[config.mk]
export PLATFORM = sky130hd
export DESIGN_NAME = bayer_capture
export DESIGN_NICKNAME = d
export VERILOG_FILES = /design/src/rtl/bayer_capture.sv
export SDC_FILE = /design/constraint.sdc
export NUM_CORES = 1
export LEC_CHECK = 0
export ABC_AREA = 0
export CORE_MARGIN = 4
export CORE_UTILIZATION = 55
export DETAILED_ROUTE_END_ITERATION = 8
export PLACE_DENSITY = 0.79
export RECOVER_POWER = 100
export REMOVE_ABC_BUFFERS = 1
export SKIP_LAST_GASP = 1
export SLEW_MARGIN = 20
export SYNTH_ARGS = -nofsm -noshare
export SYNTH_HDL_FRONTEND = slang
export SYNTH_SLANG_ARGS = --single-unit
[constraint.sdc]
create_clock -name clk -period 4.4 [get_ports clk]
set_input_delay 0.44 -clock clk [delete_from_list [all_inputs] [get_ports clk]]
set_output_delay 0.44 -clock clk [all_outputs]
set_load 0.02 [all_outputs]
[src/rtl/bayer_capture.sv]
// bayer_capture: turns the sensor's frame/line-valid pixel stream into the
// cropped 8-bit Bayer stream for the processing pipeline. Captures only whole
// frames, crops a width x height window at (xStart, yStart) and flags frames
// that end before their last window pixel.
module bayer_capture #(
  parameter int width  = 320,
  parameter int height = 240,
  parameter int xStart = 0,
  parameter int yStart = 0,
  parameter int inBits = 12
) (
  input  logic              clk,
  input  logic              reset,
  input  logic              enable,
  input  logic              iFval,
  input  logic              iLval,
  input  logic [inBits-1:0] iPixel,
  output logic              oNewFrame,
  output logic              oValid,
  output logic [7:0]        oData,
  output logic [15:0]       oX,
  output logic [15:0]       oY,
  output logic              oFrameDone,
  output logic [15:0]       oFrameCnt,
  output logic              oError
);

  typedef enum logic [1:0] {IDLE, WAIT_LOW, WAIT_FRAME, ACTIVE} state_t;

  // Window bounds carry one extra bit so xStart+width may reach 65536.
  localparam logic [16:0] X_LO = 17'(xStart);
  localparam logic [16:0] X_HI = 17'(xStart + width);
  localparam logic [16:0] Y_LO = 17'(yStart);
  localparam logic [16:0] Y_HI = 17'(yStart + height);

  state_t              state_q;
  logic                fval1_q, lval1_q;
  logic [inBits-1:0]   pix1_q;
  logic                fval2_q, lv2_q, fRise2_q, lRise2_q, lFall2_q;
  logic [7:0]          pix2_q;
  logic [15:0]         row_q, col_q;
  logic                newFrame_q, valid_q, frameDone_q, error_q;
  logic [7:0]          data_q;
  logic [15:0]         x_q, y_q, frameCnt_q;

  logic                lv1;
  logic [15:0]         curCol, col_d, row_d, xOff_d, yOff_d;
  logic                inWin, lastPix;

  // Only the top byte of the pixel travels on; the low bits end here.
  logic unusedPix;
  assign unusedPix = ^pix1_q;

  // A line only counts while the frame is valid, so stray line-valid is dropped.
  assign lv1 = fval1_q & lval1_q;

  // Stage 1 registers the raw sensor pins; stage 2 holds the previous stage-1
  // value together with the edges found by comparing the two.
  always_ff @(posedge clk) begin
    if (reset) begin
      fval1_q  <= 1'b0;
      lval1_q  <= 1'b0;
      pix1_q   <= '0;
      fval2_q  <= 1'b0;
      lv2_q    <= 1'b0;
      fRise2_q <= 1'b0;
      lRise2_q <= 1'b0;
      lFall2_q <= 1'b0;
      pix2_q   <= 8'd0;
    end else begin
      fval1_q  <= iFval;
      lval1_q  <= iLval;
      pix1_q   <= iPixel;
      fval2_q  <= fval1_q;
      lv2_q    <= lv1;
      fRise2_q <= fval1_q & ~fval2_q;
      lRise2_q <= lv1 & ~lv2_q;
      lFall2_q <= ~lv1 & lv2_q;
      pix2_q   <= pix1_q[inBits-1 -: 8];
    end
  end

  // Window test and saturating next row/column for the pixel in stage 2.
  always_comb begin
    curCol  = lRise2_q ? 16'd0 : col_q;
    inWin   = lv2_q &&
              ({1'b0, curCol} >= X_LO) && ({1'b0, curCol} < X_HI) &&
              ({1'b0, row_q}  >= Y_LO) && ({1'b0, row_q}  < Y_HI);
    lastPix = inWin &&
              ({1'b0, curCol} == X_HI - 17'd1) &&
              ({1'b0, row_q}  == Y_HI - 17'd1);
    col_d   = col_q;
    if (lv2_q) begin
      col_d = (curCol == 16'hFFFF) ? curCol : curCol + 16'd1;
    end
    row_d   = row_q;
    if (lFall2_q) begin
      row_d = (row_q == 16'hFFFF) ? row_q : row_q + 16'd1;
    end
    xOff_d  = curCol - X_LO[15:0];
    yOff_d  = row_q - Y_LO[15:0];
  end

  // Frame-sync state machine with registered outputs; WAIT_LOW forces a full
  // low-to-high frame-valid cycle so capture never starts mid-frame.
  always_ff @(posedge clk) begin
    if (reset) begin
      state_q     <= IDLE;
      row_q       <= 16'd0;
      col_q       <= 16'd0;
      newFrame_q  <= 1'b0;
      valid_q     <= 1'b0;
      frameDone_q <= 1'b0;
      error_q     <= 1'b0;
      data_q      <= 8'd0;
      x_q         <= 16'd0;
      y_q         <= 16'd0;
      frameCnt_q  <= 16'd0;
    end else begin
      newFrame_q  <= 1'b0;
      valid_q     <= 1'b0;
      frameDone_q <= 1'b0;
      case (state_q)
        IDLE: begin
          if (enable) state_q <= WAIT_LOW;
        end
        WAIT_LOW: begin
          if (!fval1_q && !fval2_q) state_q <= WAIT_FRAME;
        end
        WAIT_FRAME: begin
          if (!enable) begin
            state_q <= IDLE;
          end else if (fRise2_q) begin
            newFrame_q <= 1'b1;
            row_q      <= 16'd0;
            col_q      <= 16'd0;
            state_q    <= ACTIVE;
          end
        end
        ACTIVE: begin
          if (!fval2_q) begin
            error_q <= 1'b1;
            state_q <= WAIT_LOW;
          end else begin
            col_q <= col_d;
            row_q <= row_d;
            if (inWin) begin
              valid_q <= 1'b1;
              data_q  <= pix2_q;
              x_q     <= xOff_d;
              y_q     <= yOff_d;
            end
            if (lastPix) begin
              frameDone_q <= 1'b1;
              frameCnt_q  <= frameCnt_q + 16'd1;
              state_q     <= WAIT_LOW;
            end
          end
        end
        default: state_q <= IDLE;
      endcase
    end
  end

  assign oNewFrame  = newFrame_q;
  assign oValid     = valid_q;
  assign oData      = data_q;
  assign oX         = x_q;
  assign oY         = y_q;
  assign oFrameDone = frameDone_q;
  assign oFrameCnt  = frameCnt_q;
  assign oError     = error_q;

endmodule

==> run notes, run 1 <==
Status of the implementation.

- The synthesized netlist devotes 1.70% of its cell area to adder and majority cells.
- The most critical hold endpoint after final layout shows a slack of 440 ps.
- The final layout contains 667 nets.
- The worst path uses 69.4% of the clock period.
- The power report shows net switching accounting for 23.4% of the total.
- The largest family of logic cells by area is simple AND/OR/NAND/NOR gates, for reference.
- The met1 wire length is 5.36 mm, for reference.
- The combinational share of power is 3.7%, for reference.
- Per the post-route antenna check, the number of violating nets is 0.
- The critical register-to-register path endpoint is oFrameCnt[12]$_SDFFE_PP0P_, for reference.
- As reported, the later end of the worst-skew pair has a clock insertion delay of 510 ps.
- The largest part of the power goes to the clock network.
- At the pin with the least slew margin, the transition time is 987 ps.
- The TritonCTS clock tree is yes, for reference.
- After Yosys synthesis, and, or, nand and nor cells account for 26.4% of the synthesized area.
- For reference, the final report shows the max-slew violation count at 0.
- The number of gates given a new drive strength after cts is 0, for reference.
- The worst setup path is captured at a register.
- The clock passes through at most 2 buffers.
- The cell chosen for the clock root is clkbuf_8, for reference.
- The script extracted a net switching power of 0.590 mW.
- Data arrives at the worst endpoint at 3450 ps.
- The highest routed metal layer is met4, for reference.
- For this run, the script counts the antenna cells in the layout as 0.
- Summing internal, switching and leakage power gives 2.52 mW.
- The H-tree level count is 4, for reference.
- The fraction of registers with async set or reset after synthesis is 0%, for reference.
- The detailed-router iteration count before antenna repair is 5, for reference.
- Warnings raised by the tools during the run amount to 32.
- Summing the areas of all xor and xnor instances in the mapped netlist gives 1.02% of the synthesized area.
- The cell depth of the worst min-delay path is 1, for reference.
- The post-detailed-routing wire length is 12.3 mm, for reference.
- The max-capacitance violation count is 0, for reference.
- Detailed routing placed a total of 728 um of wire on met3.
- The number of rows in the core area is 35, for reference.
- In the routed layout, each cell is associated on average with a via count of 6.03.
- The type of the tightest min-delay check is reg2reg, for reference.
- The worst reg-to-reg path cell count is 7, for reference.
- Summing the areas of all compound-gate instances in the mapped netlist gives 19.3% of the synthesized area.
- The final total negative setup slack is 0 ps, for reference.
- The required time at the endpoint of the critical path is 4800 ps, for reference.
- The die height is 105 um, for reference.
- The clock network power share is 53.4%, for reference.
- Per the repair_timing log after CTS, setup buffers inserted total 0.
- The multiplexer area fraction after synthesis is 1.65%, for reference.
- From synthesis to final layout, the design area changed by 24.8%.
- The synthesis report lists the most area-consuming cells as dfxtp_1 (45%), a21oi_1 (5.2%), nand3_1 (3.6%).
- The prevailing post-synth register cell is dfxtp_1, for reference.
- The sequential fraction of design power is 42.9%, for reference.
- The share of the synthesized area in the top cell type is 45.5%, for reference.
- Between clock sinks in the finished design, the worst skew comes to 8.19 ps.
- The worst setup path is launched from a register.
- The total count of hold-check failures in the final report is 0, for reference.
- The filler cells instantiated in the layout total 694.
- Looking at the critical path, the highest net fanout was 19.
- Recorded from the global router log, the overflow total was 0.
- For reference, the top cells by count after synthesis are dfxtp_1 (117), a21oi_1 (54), nand3_1 (37), o21ai_0 (37), nand2_1 (34).
- The post-synth count of flops with an enable pin is 0.
- The post-layout minimum cycle time is 3060 ps, for reference.
- Of the cells placed in the final design, the portion with a size suffix greater than 1 is 7.47%.
- The clock network power is 1.35 mW, for reference.
- The worst register-to-register path has a setup slack of 1340 ps.
- Based on the critical path, the design can be clocked at up to 0.327 GHz.
- The launch point of the worst register-to-register path is recorded as lRise2_q$_SDFF_PP0_.
- The most critical setup path has its endpoint at oFrameCnt[12]$_SDFFE_PP0P_.
- The register clock-pin slew on the reported worst setup and hold paths is 60 ps, for reference.
- The leakage component of the power is 2.44 nW, for reference.
- The synthesized area is 0.00515 mm^2, for reference.
- Entering global routing, the biggest net connects 82 pins.
- The internal power of the cells is 1.93 mW, for reference.
- The placeable core region is 0.00920 mm^2, for reference.
- The most frequently used library cell after synthesis is dfxtp_1.
- The wire length on met2 is 6.06 mm, for reference.
- The post-CTS hold buffer count recorded in the log is 0.
- The die covers 0.0110 mm^2.
- The average wire per standard cell is 16.0 um, for reference.
- The synthesized chip area reported by yosys is 0.00515 mm^2, for reference.
- The final setup slack of the worst path is 1340 ps, for reference.
- After technology mapping, the gate count stands at 580.
- The flow ran to the end, and the final reports show no timing, DRC or antenna violations.
- Counting distinct cell types in the post-synthesis netlist gives 68.
- Setup violations remaining at the end of the flow were counted as 0.
- For this block, the initial DRC count from the detailed router was 236.
- The synthesized area per cell is 8.88 um^2, for reference.
- The area occupied by registers is 0.00234 mm^2, for reference.
- The number of global-route vias before repair is 4355, for reference.
- Leaving out buffers and inverters, the combinational logic in the layout accounts for 0.00255 mm^2.
- For this run, the total global-route usage over all layers was measured as 22.6%.
- The global-route layer with the greatest usage is met2, for reference.
- In the placement report, post-DP HPWL is listed as 7.93 mm.
- The cell total in the yosys stat output is 580, for reference.
- The last weighted congestion value of the routability-driven placer is 0.839, for reference.
- The final design instance area without fill is 0.00643 mm^2, for reference.
- Setup repair after global routing left no endpoint under its margin.
- The origin of the worst setup path is lRise2_q$_SDFF_PP0_, for reference.
- The first global-routing pass estimated 20.8 mm of wire.
- The number of synthesis warnings is 0, for reference.
- Per the detail_route report, the via count comes to 4625.
- The synthesis stat section lists a flop and latch total of 117.
- The fraction of the yosys area taken by sequential cells is 45.5%, for reference.
- Before placement the cells fill 56.0% of the core.
- The worst setup path is of the reg2reg kind.
- The die boundary width is 105 um, for reference.
- Leaving out filler cells and counting taps, the final layout contains 767.
- The peak supply drop is 0.273 mV, for reference.
- Power spread over the standard cell area amounts to 392 mW/mm^2.
- The final cell utilization of the core is 69.9%, for reference.
- For this run, design rule violations remaining after detail routing come to 0.
- The post-place instance area is 0.00587 mm^2, for reference.
- The combinational power reported by the tool is 0.0934 mW.
- The max-slew check reports its worst relative slack as 33.6%.
- The flow reports power dissipated in sequential cells as 1.08 mW.
- The instance count after placement with tap cells included is 735, for reference.
- The worst setup timing slack at the placement stage is 1450 ps, for reference.
- The clock net in this run drives a total of 117 sinks.
- The CTS buffer count is 17, for reference.
- The number of antenna violations at the first check in global routing was 0.
- The most area-hungry cell type in the Yosys netlist is dfxtp_1, for reference.
## run 1: critical path: stages (launching register included)
cell	delay (ps)
dfxtp_1	480
nor2_1	260
ha_1	270
and2_0	240
nand4_1	130
or4b_1	790
nor4_1	400
mux2_1	350
## run 1: sequential cells by signal, summed over array words and instances, names as in the netlist, 2 cells and up
signal	flops
col_q	16
oFrameCnt	16
oX	16
oY	16
row_q	16
oData	8
pix1_q	8
pix2_q	8
state_q	2
## run 1: layout by cell type, fill, tap and decap left out, types with 6 or more instances in the layout
cell	instances
dlygate4sd3_1	60
inv_1	16
dfxtp_1	117
nor2_1	23
nand3_1	37
or4_1	9
or3_1	13
nor4_1	8
clkbuf_16	16
nor2b_1	28
o21ai_0	41
clkdlybuf4s50_1	11
nand4_1	17
and2_0	17
o41ai_1	6
nand2_1	35
and2_1	7
ha_1	7
a21oi_1	54
and3_1	8
o211ai_1	12
## run 1: final cells by class
cell class | count | area share [%]
sequential | 117 | 36.4
multi-input combinational | 414 | 39.7
clock buffer | 17 | 6.44
clock inverter | 15 | 2.63
inverter | 16 | 0.934
timing repair buffer | 77 | 11.7
tap | 111 | 2.16
## run 1: worst min path at each step
stage	startpoint	end	slack, ps
after detailed placement	pix1_q[11]$_SDFF_PP0_	pix2_q[7]$_SDFF_PP0_	420
after global placement	pix1_q[4]$_SDFF_PP0_	pix2_q[0]$_SDFF_PP0_	420
after floorplan	pix1_q[4]$_SDFF_PP0_	pix2_q[0]$_SDFF_PP0_	410
final	pix1_q[9]$_SDFF_PP0_	pix2_q[5]$_SDFF_PP0_	440
after CTS	reset	col_q[8]$_SDFFE_PP0P_	430
after global routing	pix1_q[5]$_SDFF_PP0_	pix2_q[1]$_SDFF_PP0_	460
run_1/port_trees.png
The bar under the picture is 20 um long.
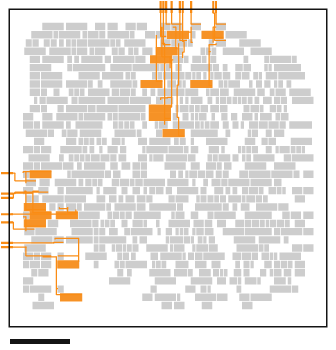
[orange] oX | bits: 16 | direction: output | edge: 9 north, 7 west | end cells: 16 | buffers: 16 | wire: 462 um
total I/O pin count: 77
port bufs: 72

run_1/gates.png
The bar under the picture is 20 um long.
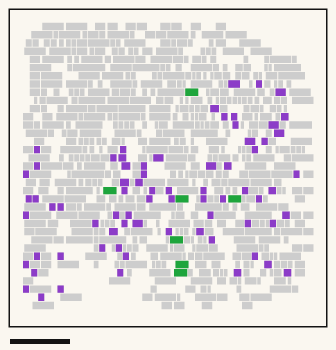
[green] fa/ha/maj cells | cells: 7
[purple] and/or cells | cells: 72
most common library cell in the layout ignoring fill and taps: dfxtp_1
logic gate fraction of the total cell area: 39.7%

run_1/congestion_map.png
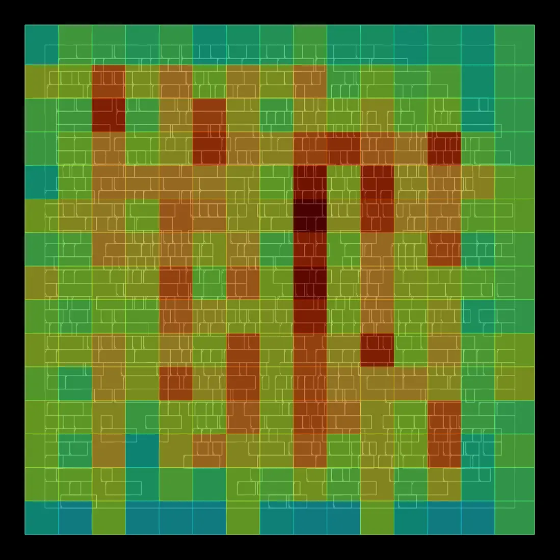
met2 track utilization from global routing: 37.4%
met1 global-route usage: 28.9%
global routing usage on met3: 6.11%

--- run 2 (diff from run 1) ---
- CORE_UTILIZATION: 55 -> 54
- PLACE_DENSITY: 0.79 -> 0.78
- clock period: 4.4 -> 2.93 ns (I/O delays scaled with it)
==> run notes, run 2 <==
Status of the implementation.

- The average wire per standard cell is 16.0 um (about the same), for reference.
- The number of port buffers is 72 (unchanged), for reference.
- The maximum number of pins on one net before global-route repair is 63 (was 82), for reference.
- The commonest non-fill, non-tap cell in the layout is dfxtp_1 (unchanged), for reference.
- The number of setup buffers added after CTS is 0 (unchanged).
- The maximum fanout count along the critical path was 12 (was 19).
- The count of nets left with antenna violations after detail routing came to 0 (unchanged).
- The CTS buffer count is 17 (unchanged), for reference.
- The number of buffers on the longest clock path is 2 (unchanged), for reference.
- The area added between synthesis and finish is 25.8% (was 24.8%).
- The transition time at the pin with the least slew margin is 1270 ps (was 987 ps), for reference.
- The data arrival time at the worst-slack endpoint was 3140 ps (was 3450 ps).
- The peak supply drop is 0.400 mV (was 0.273 mV), for reference.
- The final total negative setup slack was 0 ps (unchanged).
- The global routing met3 resource utilization is 6.43% (was 6.11%), for reference.
- The required time at the endpoint of the critical path is 3370 ps (was 4800 ps), for reference.
- The TritonCTS clock tree is yes (unchanged).
- The worst setup skew after layout is 13.0 ps (was 8.19 ps).
- Top cells by area, synth: dfxtp_1 (45%), a21oi_1 (5.2%), nand3_1 (3.6%) (unchanged).
- The number of diodes is 0 (unchanged), for reference.
- Commonest cells after routing, fill and taps aside: dfxtp_1 (117), dlygate4sd3_1 (60), a21oi_1 (54) (unchanged).
- The critical path class is reg2reg (unchanged), for reference.
- Most instantiated cells after synthesis: dfxtp_1 (117), a21oi_1 (54), nand3_1 (37), o21ai_0 (37), nand2_1 (34) (unchanged).
- RSZ-0062 raised after global routing: no (unchanged).
- The cell chosen for the clock root was clkbuf_8 (unchanged).
- The number of antenna violations at the first check in global routing is 0 (unchanged).
- The number of rows in the core area is 35 (unchanged), for reference.
- The number of synthesis warnings is 0 (unchanged).
- The number of enable flip-flop cells is 0 (unchanged), for reference.
- The number of fill cells is 721 (was 694), for reference.
- The fraction of the yosys area taken by sequential cells came to 45.5% (unchanged).
- The fraction of met2 tracks used by global routing was 39.4% (was 37.4%).
- The number of global-route vias before repair is 4587 (was 4355), for reference.
- The total count of max-transition violations in the final report is 0 (unchanged).
- The proportion of layout cells with a drive suffix above 1 was 8.45% (was 7.47%).
- The most area-hungry cell type in the Yosys netlist is dfxtp_1 (unchanged), for reference.
- The final worst hold slack is 207 ps (was 440 ps), for reference.
- The type of the tightest min-delay check is in2reg (was reg2reg), for reference.
- The die height is 106 um (was 105 um), for reference.
- The register bit total from synthesis was 117 (unchanged).
- The placeable core region came to 0.00928 mm^2 (was 0.00920 mm^2).
- The number of warnings in the stage logs is 32 (unchanged), for reference.
- The kind of end point of the critical path is a register (unchanged), for reference.
- The share of the synthesized area in the top cell type is 45.5% (unchanged), for reference.
- The combinational gate area is 0.00256 mm^2 (was 0.00255 mm^2), for reference.
- The number of design rule violations left after detail routing is 0 (unchanged), for reference.
- The die boundary width was 106 um (was 105 um).
- The overall die area was 0.0112 mm^2 (was 0.0110 mm^2).
- The instance count after placement with tap cells included was 760 (was 735).
- The leakage component of the power is 2.46 nW (was 2.44 nW), for reference.
- The met1 wire length is 5.54 mm (was 5.36 mm), for reference.
- The worst setup timing slack at the placement stage is 239 ps (was 1450 ps).
- The synthesized area per cell came to 8.88 um^2 (unchanged).
- The total number of vias is 4723 (was 4625).
- The achievable clock frequency is 0.369 GHz (was 0.327 GHz), for reference.
- The synthesized chip area reported by yosys was 0.00515 mm^2 (unchanged).
- The total congestion overflow was 0 (unchanged).
- The cell with the most instances after synthesis is dfxtp_1 (unchanged).
- The number of gates given a new drive strength after cts is 0 (unchanged), for reference.
- The area occupied by registers was 0.00234 mm^2 (unchanged).
- The iteration-0 DRC count of the detailed router is 211 (was 236).
- The post-layout minimum cycle time is 2710 ps (was 3060 ps).
- The total count of hold-check failures in the final report was 0 (unchanged).
- The element type at the critical path start is a register (unchanged).
- The final net count is 674 (was 667), for reference.
- The final cell utilization of the core is 69.8% (was 69.9%), for reference.
- The cell total in the yosys stat output is 580 (unchanged), for reference.
- Run status: finished, final reports clean (unchanged).
- The placed wire-length estimate after detailed placement was 8.44 mm (was 7.93 mm).
- The last weighted congestion value of the routability-driven placer is 0.883 (was 0.839), for reference.
- The fraction of registers with async set or reset after synthesis was 0% (unchanged).
- The length of routed met3 wiring is 841 um (was 728 um), for reference.
- The unique cell type count in the Yosys netlist is 68 (unchanged), for reference.
- The max-capacitance violation count is 0 (unchanged), for reference.
- The clock latency on the worst-skew pair is 520 ps (was 510 ps), for reference.
- The first-pass GRT wire length was 21.8 mm (was 20.8 mm).
- The global-route layer with the greatest usage was met2 (unchanged).
- The detailed-router iteration count before antenna repair is 6 (was 5), for reference.
- The final setup slack of the worst path was 223 ps (was 1340 ps).
- The I/O pin count is 77 (unchanged).
- The worst relative slew slack is 15.2% (was 33.6%), for reference.
- The post-detailed-routing wire length is 12.6 mm (was 12.3 mm), for reference.
- The number of vias per cell after detailed routing is 5.96 (was 6.03), for reference.
- The instance tally after logic synthesis is 580 (unchanged).
- The highest routed metal layer is met4 (unchanged).
- The H-tree level count was 4 (unchanged).
- The synthesized area is 0.00515 mm^2 (unchanged), for reference.
- The total power divided by cell area came to 576 mW/mm^2 (was 392 mW/mm^2).
- The number of sinks on the clock net was 117 (unchanged).
- The fraction of the core area occupied by cells at floorplan is 55.5% (was 56.0%), for reference.
- The prevailing post-synth register cell was dfxtp_1 (unchanged).
- The number of buffers inserted by hold repair at cts is 0 (unchanged), for reference.
- The register clock-pin slew on the reported worst setup and hold paths came to 60 ps (about the same).
- The post-layout period usage of the worst path came to 92.4% (was 69.4%).
- The count of endpoints failing setup in the final report came to 0 (unchanged).
- The wire length on met2 is 6.18 mm (was 6.06 mm), for reference.
[run 2: path summary, 6_finish.rpt]
path | from | endpoint | slack (ps) | cells past startpoint
min reg2reg | pix2_q[7]$_SDFF_PP0_ | oData[7]$_SDFFE_PP0P_ | 440 | 2
min | reset | col_q[7]$_SDFFE_PP0P_ | 210 | 2
max | col_q[0]$_SDFFE_PP0P_ | oFrameCnt[0]$_SDFFE_PP0P_ | 220 | 9
max reg2reg | col_q[0]$_SDFFE_PP0P_ | oFrameCnt[0]$_SDFFE_PP0P_ | 220 | 9
[run 2: kinds of logic after synthesis]
group / Yosys count / synth area share (%)
flip-flops: 117 / 45.5
AND-OR/OR-AND: 159 / 19.3
buffers and inverters: 49 / 4.44
adder cells (fa/ha/maj): 7 / 1.70
XOR/XNOR: 6 / 1.02
AND/OR/NAND/NOR: 234 / 26.4
multiplexers: 8 / 1.65
[run 2: stage by stage]
| step | power, mW | instance area, um^2 |
|---|---|---|
| detailed placement | 1.79 | 5950 |
| global placement | 1.79 | 5950 |
| floorplan | 1.73 | 4980 |
| finish | 3.73 | 6480 |
| CTS | 3.76 | 6520 |
| global route | 3.86 | 6480 |
[run 2: power breakdown]
group          internal, mW  leakage, nW  switching, mW
registers              1.61        0.947         0.0103
clock network          1.10        0.280          0.876
logic                0.0573         1.23         0.0830
[run 2: worst max-delay path, cell delays in order (launching register included)]
cell and delay, ps:
dfxtp_1 370, inv_1 70, nor2_1 200, ha_1 290, and2_4 190, nand4_1 100
or4b_1 650, buf_4 250, or3_1 350, a21oi_1 160
[run 2: cell type report]
class | count | share of cell area [%]
multi-input combinational | 414 | 39.5
sequential | 117 | 36.1
timing repair buffer | 84 | 12.2
clock buffer | 17 | 6.39
tap | 129 | 2.49
clock inverter | 15 | 2.39
inverter | 16 | 0.926
run_2/gates.png
The bar under the picture is 20 um long.
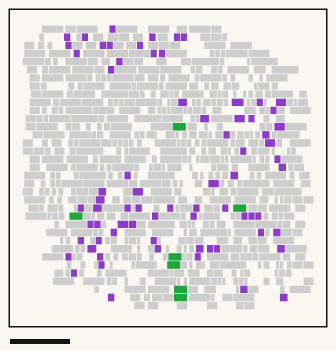
[purple] and/or cells | cells: 72
[green] fa/ha/maj cells | cells: 7
logic gate fraction of the total cell area: 39.5%
non-filler cells, final: 792

run_2/congestion_map.png
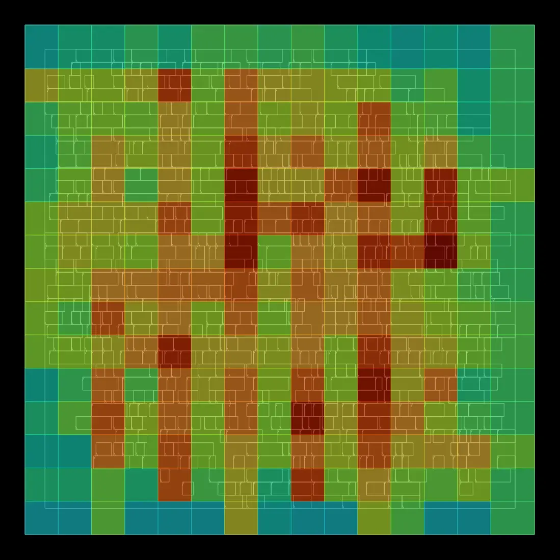
total track usage: 23.6%
met1 global-route usage: 30.0%

run_2/port_trees.png
The bar under the picture is 20 um long.
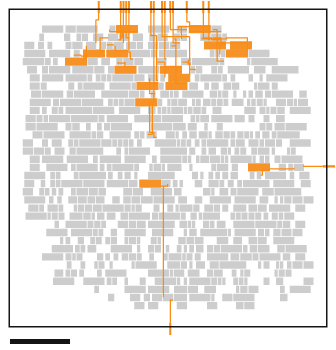
[orange] oX | bits: 16 | direction: output | edge: 14 north, 1 east, 1 south | end cells: 16 | buffers: 16 | wire: 499 um

run_2/layers.png
The bar under the picture is 20 um long.
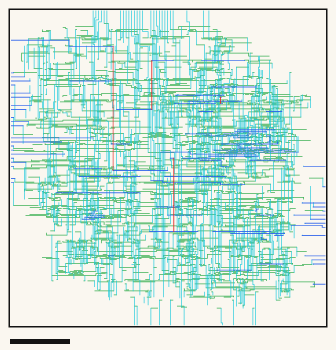

--- run 3 (diff from run 2) ---
- CORE_UTILIZATION: 54 -> 28
- PLACE_DENSITY: 0.78 -> 0.45
run_3/layers.png
The bar under the picture is 50 um long.
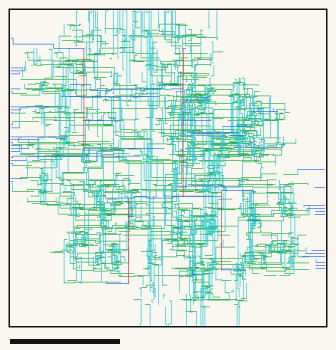
[red] M4 | wire length: 188 um
[blue] M3 | wire length: 690 um
[green] M1 | wire length: 6780 um
[cyan] M2 | wire length: 6440 um
total track usage: 14.3%
sum of routed wire length over all layers: 14.1 mm
detail-routed net length per standard cell: 15.7 um
via count: 4605

run_3/gates.png
The bar under the picture is 50 um long.
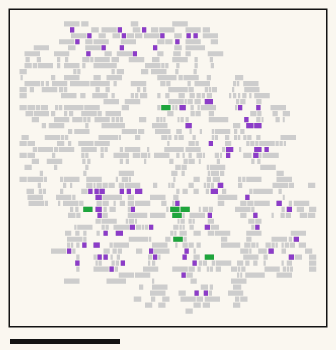
[green] fa/ha/maj cells | cells: 7
[purple] and/or cells | cells: 72
logic gate fraction of the total cell area: 38.3%
non-filler cells, final: 899

run_3/port_trees.png
The bar under the picture is 50 um long.
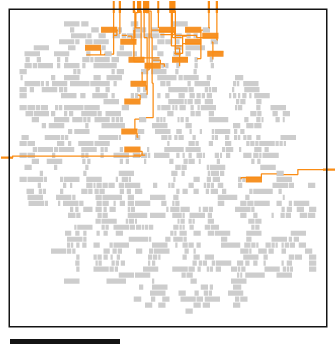
[orange] oX | bits: 16 | direction: output | edge: 14 north, 1 east, 1 west | end cells: 16 | buffers: 16 | wire: 578 um

==> run notes, run 3 <==
Status of the implementation.

- The worst setup skew after layout is 8.82 ps (was 13.0 ps), for reference.
- The type of the tightest min-delay check is in2reg (unchanged), for reference.
- Critical-path cell list: inv_1 -> nor2_1 -> ha_1 -> and2_4 -> nand4_1 -> or4b_1 -> nor4_1 -> mux2_1 (was inv_1 -> nor2_1 -> ha_1 -> and2_4 -> nand4_1 -> or4b_1 -> buf_4 -> or3_1 -> a21oi_1).
- The number of gates given a new drive strength after cts came to 0 (unchanged).
- The synthesized chip area reported by yosys was 0.00515 mm^2 (unchanged).
- The critical path class was reg2reg (unchanged).
- The required time at the endpoint of the critical path is 3230 ps (was 3370 ps), for reference.
- The number of synthesis warnings is 0 (unchanged), for reference.
- The total power divided by cell area is 582 mW/mm^2 (was 576 mW/mm^2).
- The overall die area is 0.0206 mm^2 (was 0.0112 mm^2), for reference.
- The number of rows in the core area is 49 (was 35), for reference.
- The kind of end point of the critical path is a register (unchanged), for reference.
- The worst relative slew slack is -4.24% (was 15.2%), for reference.
- The total count of max-transition violations in the final report came to 36 (was 0).
- The end point of the most critical hold path is pix1_q[11]$_SDFF_PP0_ (was col_q[7]$_SDFFE_PP0P_), for reference.
- The post-layout minimum cycle time is 2700 ps (was 2710 ps), for reference.
- The number of design rule violations left after detail routing is 0 (unchanged), for reference.
- The number of sinks on the clock net was 117 (unchanged).
- The biggest cell delay along the critical path came to 660 ps (was 650 ps).
- The cell with the most instances after synthesis is dfxtp_1 (unchanged).
- The clock latency on the worst-skew pair is 420 ps (was 520 ps), for reference.
- The largest family of logic cells by area is simple AND/OR/NAND/NOR gates (unchanged).
- The leakage component of the power was 2.50 nW (was 2.46 nW).
- The number of global-route vias before repair is 4466 (was 4587), for reference.
- The final reports fail on capacitance limit, slew limit.
- The fraction of the mapped netlist area in simple logic gates is 26.4% (unchanged), for reference.
- The multiplexer area fraction after synthesis is 1.65% (unchanged), for reference.
- The die height came to 144 um (was 106 um).
- The count of endpoints failing setup in the final report is 0 (unchanged), for reference.
- The cell depth of the worst min-delay path is 2 (unchanged), for reference.
- The fraction of the yosys area taken by sequential cells came to 45.5% (unchanged).
- The achievable clock frequency is 0.371 GHz (was 0.369 GHz), for reference.
- The fraction of the core area occupied by cells at floorplan was 28.6% (was 55.5%).
- The and-or/or-and share of the synthesized area is 19.3% (unchanged), for reference.
- The register clock-pin slew on the reported worst setup and hold paths is 60 ps (about the same), for reference.
- The share of the synthesized area in the top cell type is 45.5% (unchanged), for reference.
- The final total negative setup slack is 0 ps (unchanged), for reference.
- The setup slack of the worst register-to-register path is 230 ps (was 220 ps).
- The placeable core region was 0.0180 mm^2 (was 0.00928 mm^2).
- The commonest non-fill, non-tap cell in the layout is dfxtp_1 (unchanged), for reference.
- The number of fill cells is 1898 (was 721), for reference.
- The adder-cell share of the synthesized area is 1.70% (unchanged), for reference.
- The origin of the critical flop-to-flop path is col_q[0]$_SDFFE_PP0P_ (unchanged).
- The total count of hold-check failures in the final report came to 0 (unchanged).
- RSZ-0062 raised after global routing: no (unchanged).
- The unique cell type count in the Yosys netlist is 68 (unchanged), for reference.
- The proportion of layout cells with a drive suffix above 1 came to 8.81% (was 8.45%).
- The TritonCTS clock tree was yes (unchanged).
- The first-pass GRT wire length came to 23.6 mm (was 21.8 mm).
- The area occupied by registers is 0.00234 mm^2 (unchanged), for reference.
- Run status: complete, but fails checks (was finished, final reports clean).
- The post-layout period usage of the worst path is 92.0% (was 92.4%), for reference.
- The I/O pin count was 77 (unchanged).
- The total congestion overflow is 0 (unchanged), for reference.
- The instance count after placement with tap cells included was 867 (was 760).
- The most area-hungry cell type in the Yosys netlist was dfxtp_1 (unchanged).
- The number of port buffers was 72 (unchanged).
- The prevailing post-synth register cell is dfxtp_1 (unchanged), for reference.
- The detailed-router iteration count before antenna repair was 4 (was 6).
- The cell total in the yosys stat output is 580 (unchanged), for reference.
- The instance tally after logic synthesis was 580 (unchanged).
- Commonest cells after routing, fill and taps aside: dfxtp_1 (117), dlygate4sd3_1 (64), a21oi_1 (54) (was dfxtp_1 (117), dlygate4sd3_1 (60), a21oi_1 (54)).
- The number of antenna violations at the first check in global routing was 0 (unchanged).
- The worst reg-to-reg path cell count is 8 (was 9).
- The number of setup buffers added after CTS is 0 (unchanged), for reference.
- The number of diodes is 0 (unchanged), for reference.
- The transition time at the pin with the least slew margin is 1560 ps (was 1270 ps), for reference.
- The element type at the critical path start is a register (unchanged).
- The number of warnings in the stage logs is 32 (unchanged).
- The maximum fanout count along the critical path is 8 (was 12), for reference.
- The number of buffers inserted by hold repair at cts is 0 (unchanged), for reference.
- The H-tree level count came to 4 (unchanged).
- The final design instance area without fill is 0.00668 mm^2 (was 0.00648 mm^2).
- The critical register-to-register path endpoint was oFrameCnt[12]$_SDFFE_PP0P_ (was oFrameCnt[0]$_SDFFE_PP0P_).
- The origin of the worst min-delay path was iPixel[11] (was reset).
- The placed wire-length estimate after detailed placement is 9.68 mm (was 8.44 mm), for reference.
- The origin of the worst setup path was col_q[0]$_SDFFE_PP0P_ (unchanged).
- The iteration-0 DRC count of the detailed router is 261 (was 211), for reference.
- The synthesized area per cell was 8.88 um^2 (unchanged).
- The final net count is 681 (was 674), for reference.
- The synthesized area is 0.00515 mm^2 (unchanged), for reference.
- The CTS buffer count was 17 (unchanged).
- The peak supply drop is 0.417 mV (was 0.400 mV), for reference.
- The end point of the critical path is oFrameCnt[12]$_SDFFE_PP0P_ (was oFrameCnt[0]$_SDFFE_PP0P_), for reference.
- The max-capacitance violation count is 1 (was 0), for reference.
- The register bit total from synthesis came to 117 (unchanged).
- The last weighted congestion value of the routability-driven placer is 0.834 (was 0.883), for reference.
- The data arrival time at the worst-slack endpoint is 2990 ps (was 3140 ps), for reference.
- Top cells by area, synth: dfxtp_1 (45%), a21oi_1 (5.2%), nand3_1 (3.6%) (unchanged).
- The cell chosen for the clock root is clkbuf_16 (was clkbuf_8).
- The number of vias per cell after detailed routing is 5.12 (was 5.96).
- The number of enable flip-flop cells is 0 (unchanged), for reference.
- The slowest library cell on the worst path was or4b_1 (unchanged).
- The area added between synthesis and finish is 29.7% (was 25.8%).
- The combinational gate area is 0.00256 mm^2 (about the same), for reference.
- The share of the synthesized netlist area taken by xor and xnor gates is 1.02% (unchanged).
- The number of buffers on the longest clock path is 2 (unchanged).
- Most instantiated cells after synthesis: dfxtp_1 (117), a21oi_1 (54), nand3_1 (37), o21ai_0 (37), nand2_1 (34) (unchanged).
- The fraction of registers with async set or reset after synthesis is 0% (unchanged), for reference.
==> run 3: worst max-delay path, delay by kind of cell, from the launching register on <==
kind	cells	cell delay (ps)
DFF	1	360
buffers and inverters	1	60
adders and majority gates	1	280
and+or+nand+nor	5	1500
muxes	1	360
==> run 3: metrics by stage <==
step / setup slack, ps / hold WS (ps) / utilization [%] / total power [mW]
after CTS: 231 / 346 / 37.4 / 3.96
after global placement: 291 / 418 / 34.0 / 1.80
after global routing: 26.1 / 421 / 37.1 / 4.05
after floorplan: 375 / 362 / - / 1.73
after detailed placement: 252 / 420 / 34.0 / 1.81
final: 234 / 426 / 37.1 / 3.89
==> run 3: report_power, final <==
group	total, mW	leakage (nW)	internal, mW	switching (mW)
logic	0.146	1.26	0.0582	0.0877
registers	1.62	0.947	1.61	0.0113
clock network	2.13	0.290	1.30	0.827
==> run 3: logic make-up (layout without fill, tap and decap cells) <==
logic type | Yosys count | after routing
flip-flops | 117 | 117
multiplexers | 8 | 8
AND/OR/NAND/NOR | 234 | 234
buffers and inverters | 49 | 139
adder cells (fa/ha/maj) | 7 | 7
AND-OR/OR-AND | 159 | 159
XOR/XNOR | 6 | 6
==> run 3: layout make-up <==
class / count / area share, %
multi-input combinational: 414 / 38.3
sequential: 117 / 35.1
timing repair buffer: 91 / 12.5
clock buffer: 18 / 6.57
tap: 229 / 4.29
clock inverter: 14 / 2.43
inverter: 16 / 0.899
==> run 3: per-layer routing <==
metal,part of all wire (%),global-route usage [%],vias to the layer above
met1,48,19.0,2209
li1,-,-,2296
met5,0,0,-
met3,4.9,4.09,15
met4,1.3,4.91,0
met2,46,22.2,85
Power is estimated from default activity; no workload was simulated.
